**src/rtl/apb_axi_pkg.sv**
```systemverilog
// rtl/apb_axi_pkg.sv - state encoding and AXI response codes for apb_axi_bridge
package apb_axi_pkg;

  typedef enum logic [2:0] {
    ST_IDLE,
    ST_WR_REQ,
    ST_WR_RESP,
    ST_RD_REQ,
    ST_RD_RESP,
    ST_DONE
  } state_e;

  localparam logic [1:0] RESP_OKAY   = 2'b00;
  localparam logic [1:0] RESP_EXOKAY = 2'b01;
  localparam logic [1:0] RESP_SLVERR = 2'b10;
  localparam logic [1:0] RESP_DECERR = 2'b11;

  function automatic logic resp_is_err(input logic [1:0] resp);
    return (resp == RESP_SLVERR) || (resp == RESP_DECERR);
  endfunction

endpackage

```
**src/rtl/apb_axi_bridge.sv**
```systemverilog
// rtl/apb_axi_bridge.sv - APB slave to AXI4-Lite master bridge, one transfer in flight
// Optional APB_AXI_PSTRB_EN: adds apb_pstrb, forwarded to axi_wstrb.
module apb_axi_bridge
  import apb_axi_pkg::*;
#(
  parameter int AXI_ADDR_WIDTH = 32,
  parameter int AXI_DATA_WIDTH = 32,
  parameter int APB_ADDR_WIDTH = 32,
  parameter int APB_DATA_WIDTH = 32
) (
  input  logic                        axi_aclk,
  input  logic                        axi_aresetn,
  input  logic [APB_ADDR_WIDTH-1:0]   apb_paddr,
  input  logic [2:0]                  apb_pprot,
  input  logic                        apb_psel,
  input  logic                        apb_penable,
  input  logic                        apb_pwrite,
  input  logic [APB_DATA_WIDTH-1:0]   apb_pwdata,
`ifdef APB_AXI_PSTRB_EN
  input  logic [APB_DATA_WIDTH/8-1:0] apb_pstrb,
`endif
  output logic [APB_DATA_WIDTH-1:0]   apb_prdata,
  output logic                        apb_pready,
  output logic                        apb_pslverr,
  output logic [AXI_ADDR_WIDTH-1:0]   axi_awaddr,
  output logic [2:0]                  axi_awprot,
  output logic                        axi_awvalid,
  input  logic                        axi_awready,
  output logic [AXI_DATA_WIDTH-1:0]   axi_wdata,
  output logic [AXI_DATA_WIDTH/8-1:0] axi_wstrb,
  output logic                        axi_wvalid,
  input  logic                        axi_wready,
  input  logic [1:0]                  axi_bresp,
  input  logic                        axi_bvalid,
  output logic                        axi_bready,
  output logic [AXI_ADDR_WIDTH-1:0]   axi_araddr,
  output logic [2:0]                  axi_arprot,
  output logic                        axi_arvalid,
  input  logic                        axi_arready,
  input  logic [AXI_DATA_WIDTH-1:0]   axi_rdata,
  input  logic [1:0]                  axi_rresp,
  input  logic                        axi_rvalid,
  output logic                        axi_rready
);

  localparam int ADDR_COPY = (APB_ADDR_WIDTH < AXI_ADDR_WIDTH) ? APB_ADDR_WIDTH : AXI_ADDR_WIDTH;

  state_e                      state_q;
  logic [APB_DATA_WIDTH-1:0]   prdata_q;
  logic                        pready_q, pslverr_q;
  logic [AXI_ADDR_WIDTH-1:0]   awaddr_q, araddr_q;
  logic [2:0]                  awprot_q, arprot_q;
  logic                        awvalid_q, wvalid_q, bready_q, arvalid_q, rready_q;
  logic [AXI_DATA_WIDTH-1:0]   wdata_q;
  logic [AXI_DATA_WIDTH/8-1:0] wstrb_q, wstrb_d;
  logic [AXI_ADDR_WIDTH-1:0]   addr_ext;

  // paddr is zero-extended or truncated onto the AXI address bus
  always_comb begin
    addr_ext = '0;
    addr_ext[ADDR_COPY-1:0] = apb_paddr[ADDR_COPY-1:0];
  end

`ifdef APB_AXI_PSTRB_EN
  assign wstrb_d = apb_pstrb;
`else
  assign wstrb_d = '1;
`endif

  always_ff @(posedge axi_aclk or negedge axi_aresetn) begin
    if (!axi_aresetn) begin
      state_q   <= ST_IDLE;
      prdata_q  <= '0;
      pready_q  <= 1'b0;
      pslverr_q <= 1'b0;
      awaddr_q  <= '0;
      awprot_q  <= '0;
      awvalid_q <= 1'b0;
      wdata_q   <= '0;
      wstrb_q   <= '0;
      wvalid_q  <= 1'b0;
      bready_q  <= 1'b0;
      araddr_q  <= '0;
      arprot_q  <= '0;
      arvalid_q <= 1'b0;
      rready_q  <= 1'b0;
    end else begin
      case (state_q)
        ST_IDLE: begin
          // only a setup phase starts a transfer; a bare access phase is ignored
          if (apb_psel && !apb_penable) begin
            if (apb_pwrite) begin
              awaddr_q  <= addr_ext;
              awprot_q  <= apb_pprot;
              wdata_q   <= apb_pwdata;
              wstrb_q   <= wstrb_d;
              awvalid_q <= 1'b1;
              wvalid_q  <= 1'b1;
              prdata_q  <= '0;
              state_q   <= ST_WR_REQ;
            end else begin
              araddr_q  <= addr_ext;
              arprot_q  <= apb_pprot;
              arvalid_q <= 1'b1;
              state_q   <= ST_RD_REQ;
            end
          end
        end
        ST_WR_REQ: begin
          if (awvalid_q && axi_awready) awvalid_q <= 1'b0;
          if (wvalid_q && axi_wready) wvalid_q <= 1'b0;
          if ((!awvalid_q || axi_awready) && (!wvalid_q || axi_wready)) begin
            bready_q <= 1'b1;
            state_q  <= ST_WR_RESP;
          end
        end
        ST_WR_RESP: begin
          if (axi_bvalid) begin
            bready_q  <= 1'b0;
            pslverr_q <= resp_is_err(axi_bresp);
            pready_q  <= 1'b1;
            state_q   <= ST_DONE;
          end
        end
        ST_RD_REQ: begin
          if (axi_arready) begin
            arvalid_q <= 1'b0;
            rready_q  <= 1'b1;
            state_q   <= ST_RD_RESP;
          end
        end
        ST_RD_RESP: begin
          if (axi_rvalid) begin
            rready_q  <= 1'b0;
            prdata_q  <= axi_rdata;
            pslverr_q <= resp_is_err(axi_rresp);
            pready_q  <= 1'b1;
            state_q   <= ST_DONE;
          end
        end
        ST_DONE: begin
          pready_q  <= 1'b0;
          pslverr_q <= 1'b0;
          state_q   <= ST_IDLE;
        end
        default: state_q <= ST_IDLE;
      endcase
    end
  end

  assign apb_prdata  = prdata_q;
  assign apb_pready  = pready_q;
  assign apb_pslverr = pslverr_q;
  assign axi_awaddr  = awaddr_q;
  assign axi_awprot  = awprot_q;
  assign axi_awvalid = awvalid_q;
  assign axi_wdata   = wdata_q;
  assign axi_wstrb   = wstrb_q;
  assign axi_wvalid  = wvalid_q;
  assign axi_bready  = bready_q;
  assign axi_araddr  = araddr_q;
  assign axi_arprot  = arprot_q;
  assign axi_arvalid = arvalid_q;
  assign axi_rready  = rready_q;

endmodule

```
**config.mk**
```make
export PLATFORM = sky130hd
export DESIGN_NAME = apb_axi_bridge
export DESIGN_NICKNAME = d
export VERILOG_FILES = /design/src/rtl/apb_axi_pkg.sv /design/src/rtl/apb_axi_bridge.sv
export SDC_FILE = /design/constraint.sdc
export NUM_CORES = 1
export LEC_CHECK = 0
export ABC_AREA = 1
export ABC_CLOCK_PERIOD_IN_PS = 3600
export CAP_MARGIN = 20
export CORE_UTILIZATION = 35
export CTS_CLUSTER_SIZE = 28
export DETAILED_ROUTE_END_ITERATION = 12
export GPL_TIMING_DRIVEN = 0
export PLACE_DENSITY = 0.78
export SYNTH_ARGS = -nofsm -noshare
export SYNTH_HDL_FRONTEND = slang
export SYNTH_SLANG_ARGS = --single-unit
```
**constraint.sdc**
```tcl
create_clock -name axi_aclk -period 3.6 [get_ports axi_aclk]
set_clock_uncertainty 0.1 [all_clocks]
set_input_delay 0.72 -clock axi_aclk [delete_from_list [all_inputs] [get_ports axi_aclk]]
set_output_delay 0.72 -clock axi_aclk [all_outputs]
set_load 0.01 [all_outputs]
```
==> summary.txt, run 1 <==
Update from the flow run.

The layout report gives the multi-input gate share of total cell area as 0.195. In this run, post-CTS hold repair placed 0 buffers. The run finished with clean final reports. Per the area breakdown, the dominant cell category is flip-flops and latches.

The dominant cell by count in the synthesized netlist is nand2_1. The data required time of the worst path is 2.78 ns. Signal nets in the final route climb as high as met4. The cell-mix breakdown from Yosys lists the compound-gate area share as 0.0713.

The power attributed to sequential cells is ~0.0027 W. Per Yosys stat, the portion of area used by sequential elements is 0.608. Looking at the group totals, the largest power group turns out to be combinational logic. Per STA, the startpoint of the critical path is axi_wstrb[0]. The share of flip-flops with an asynchronous set or reset after synthesis is 1.00. The leakage component of the power was reported as around 4.7 nW. The violation tally recorded at the end of detailed-routing iteration 0 is 255.

The largest incremental delay on the critical path is ~0.52 ns. As reported, the later end of the worst-skew pair has a clock insertion delay of 0.41 ns. The full die area is 0.0176 mm². The maximum vdd drop is 0.435 mV.

The area fraction in full adders, half adders and majority gates is 0. For this run, the chip area from Yosys synthesis comes to 0.00597 mm². The synthesized instance count is 699. According to the cell report, flip-flops and latches in the layout number 145. The CTS tree is yes. The ratio of final minimum period to clock period is 0.634. Per the final report, max-transition violations number 0. Using the TritonRoute via totals, the vias-per-cell ratio works out to 4.48. The number of synthesis warnings is 0. The largest total area in the synthesized netlist belongs to dfrtp_1.

The script reports the combined buffer and inverter count of the critical path as 2. The detailed-routed wire length on met3 is 1470 µm. The share of total power dissipated in sequential elements is 0.353. The count of state elements after synthesis is 145. In the final layout, excluding clock inverters the inverter count is 81. On met3, the global router reports a usage of 0.0736. Of the post-synthesis cell area, the part taken by muxes is 0. The reg-to-reg critical path startpoint is state_q[2].
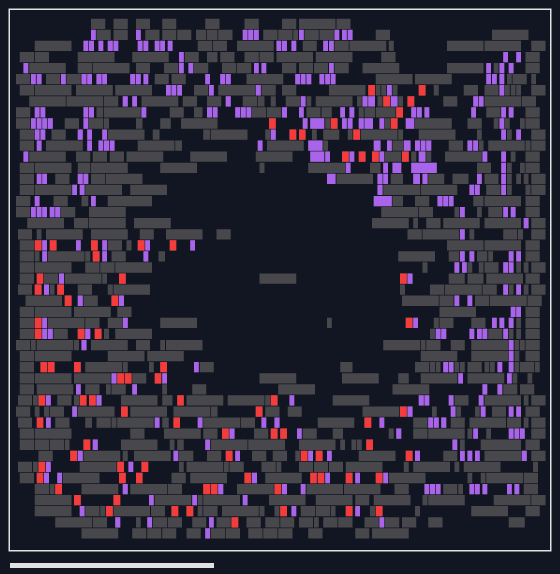
Figure 1: run 1, gate families picked out.
The bar under the picture is 50 µm long.
- NAND gates: purple (cells 308; where spread over the die)
- inverting AOI/OAI gates: red (cells 85; where spread over the die)

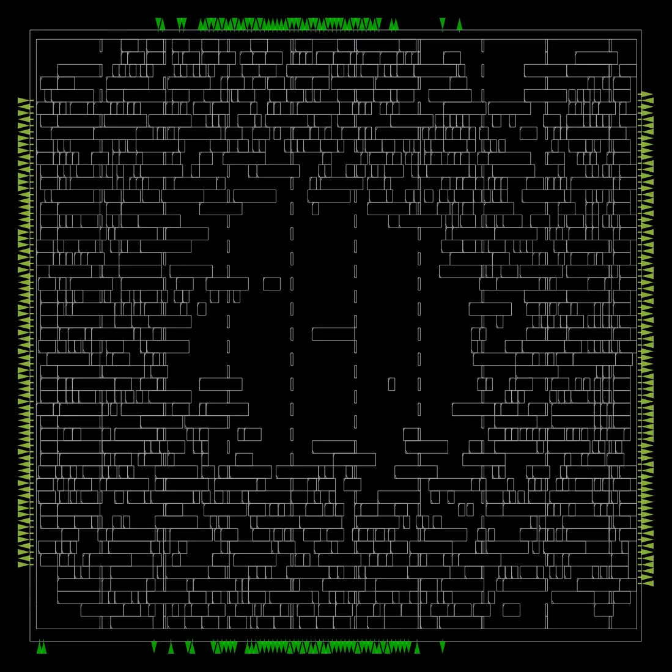
Figure 2: run 1, placement view.
Finished Core Util: 0.564
count of fill cells added during filler insertion: 1516
number of well taps: 220
final standard cell count with taps included and fillers excluded: 1207

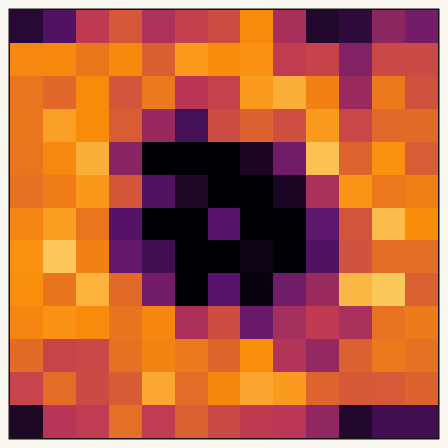
Figure 3: run 1, local utilization.
13 x 13 tiles, from black (low) to pale yellow (high), 0 to 100% covered.
- tiles over 75% full: 14%
- emptiest ninth of the die: centre
- mean over tiles: 52%
- fullest tile: 88%
placeable core region: 0.0166 mm²
initial standard-cell utilization of the core: 0.359

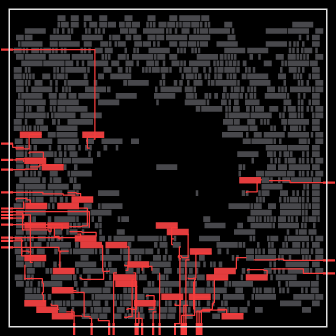
Figure 4: run 1, nets reached from selected ports.
- axi_araddr: red (bits 32; direction output; edge 16 bottom, 13 left, 3 right; end cells 32; buffers 32; wire 1120 µm)

==> run 1 -> run 2 <==
--- a/config.mk
+++ b/config.mk
@@ -6,13 +6,13 @@
 export NUM_CORES = 1
 export LEC_CHECK = 0
 export ABC_AREA = 1
-export ABC_CLOCK_PERIOD_IN_PS = 3600
+export ABC_CLOCK_PERIOD_IN_PS = 2100
 export CAP_MARGIN = 20
 export CORE_UTILIZATION = 35
 export CTS_CLUSTER_SIZE = 28
 export DETAILED_ROUTE_END_ITERATION = 12
 export GPL_TIMING_DRIVEN = 0
-export PLACE_DENSITY = 0.78
+export PLACE_DENSITY = 0.81
 export SYNTH_ARGS = -nofsm -noshare
 export SYNTH_HDL_FRONTEND = slang
 export SYNTH_SLANG_ARGS = --single-unit
==> constraint.sdc (replaced) <==
create_clock -name axi_aclk -period 2.1 [get_ports axi_aclk]
set_clock_uncertainty 0.1 [all_clocks]
set_input_delay 0.42 -clock axi_aclk [delete_from_list [all_inputs] [get_ports axi_aclk]]
set_output_delay 0.42 -clock axi_aclk [all_outputs]
set_load 0.01 [all_outputs]
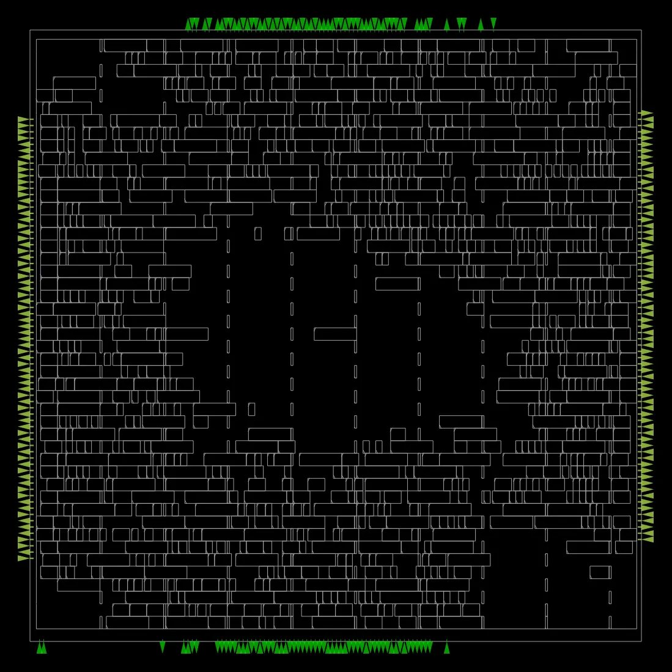
Figure 5: run 2, placement view.
Finished Core Util: 0.570
count of sequential standard cells: 145

==> summary.txt, run 2 <==
Update from the flow run.

The predominant post-synthesis flop cell is dfrtp_1. The launch point of the worst path is axi_wstrb[0]. The number of buffers and inverters on the critical path is 2. The internal power of the cells totals 0.00902 W. The number of instances in the synthesized netlist is between 600 and 700.

For this run, the register share of the synthesized area comes to 0.608. The fraction of standard cell area in multi-input logic is 0.193. Per the power-grid run, VDD falls by no more than 0.624 mV. In this run the clock root is driven by a clkbuf_16. The summed area of non-filler cells in the final layout is ~0.0095 mm². The number of filler instances in the final layout is 1483. The flow ran to the end, and the final reports show no timing, DRC or antenna violations. The core area is 0.0166 mm².

The full die area is 0.0176 mm². The global-route met3 utilization is 0.0613. The hold-fix buffer count after cts is 1. For this run, the script counts the antenna cells in the layout as 0. The number of well taps is 220.

The cell kind with the greatest summed area is flip-flops and latches. The share of flip-flops with an asynchronous set or reset after synthesis is 1.00. The number of non-clock inverters is 81. Post-route period utilization is reported as 0.959. Dividing the detail-routed via count by the number of cells gives 4.44.

The reg-to-reg critical path startpoint is state_q[2]. The data required time of the worst path is approximately 1.6 ns. The most frequently used library cell after synthesis is nand2_1. The setup slack after placement is -0.167 ns.

The number of antenna violations at the first check in global routing came to 0. The uppermost layer routed is met4. Detailed-route iteration 0 reported a violation count of 234. Summed over all sequential cells, the power is 0.00466 W. The detailed-routed wire length on met3 is 1230 µm.

TritonCTS built the clock tree. Per the final report, max-transition violations number 0. Leaving out buffers and inverters, the combinational logic in the layout accounts for around 0.0018 mm². The largest incremental delay on the critical path is 0.52 ns. The Yosys step of the flow raised 0 warnings. The count of state elements after synthesis is 145. The portion of synthesized area spent on multiplexers is 0.

The portion of total power attributed to sequential cells is 0.344. The worst-skew pair later-pin latency is 0.41 ns. The number of non-filler instances in the completed layout is 1208.
No activity file was given, so power comes from the tool's default toggle rates.
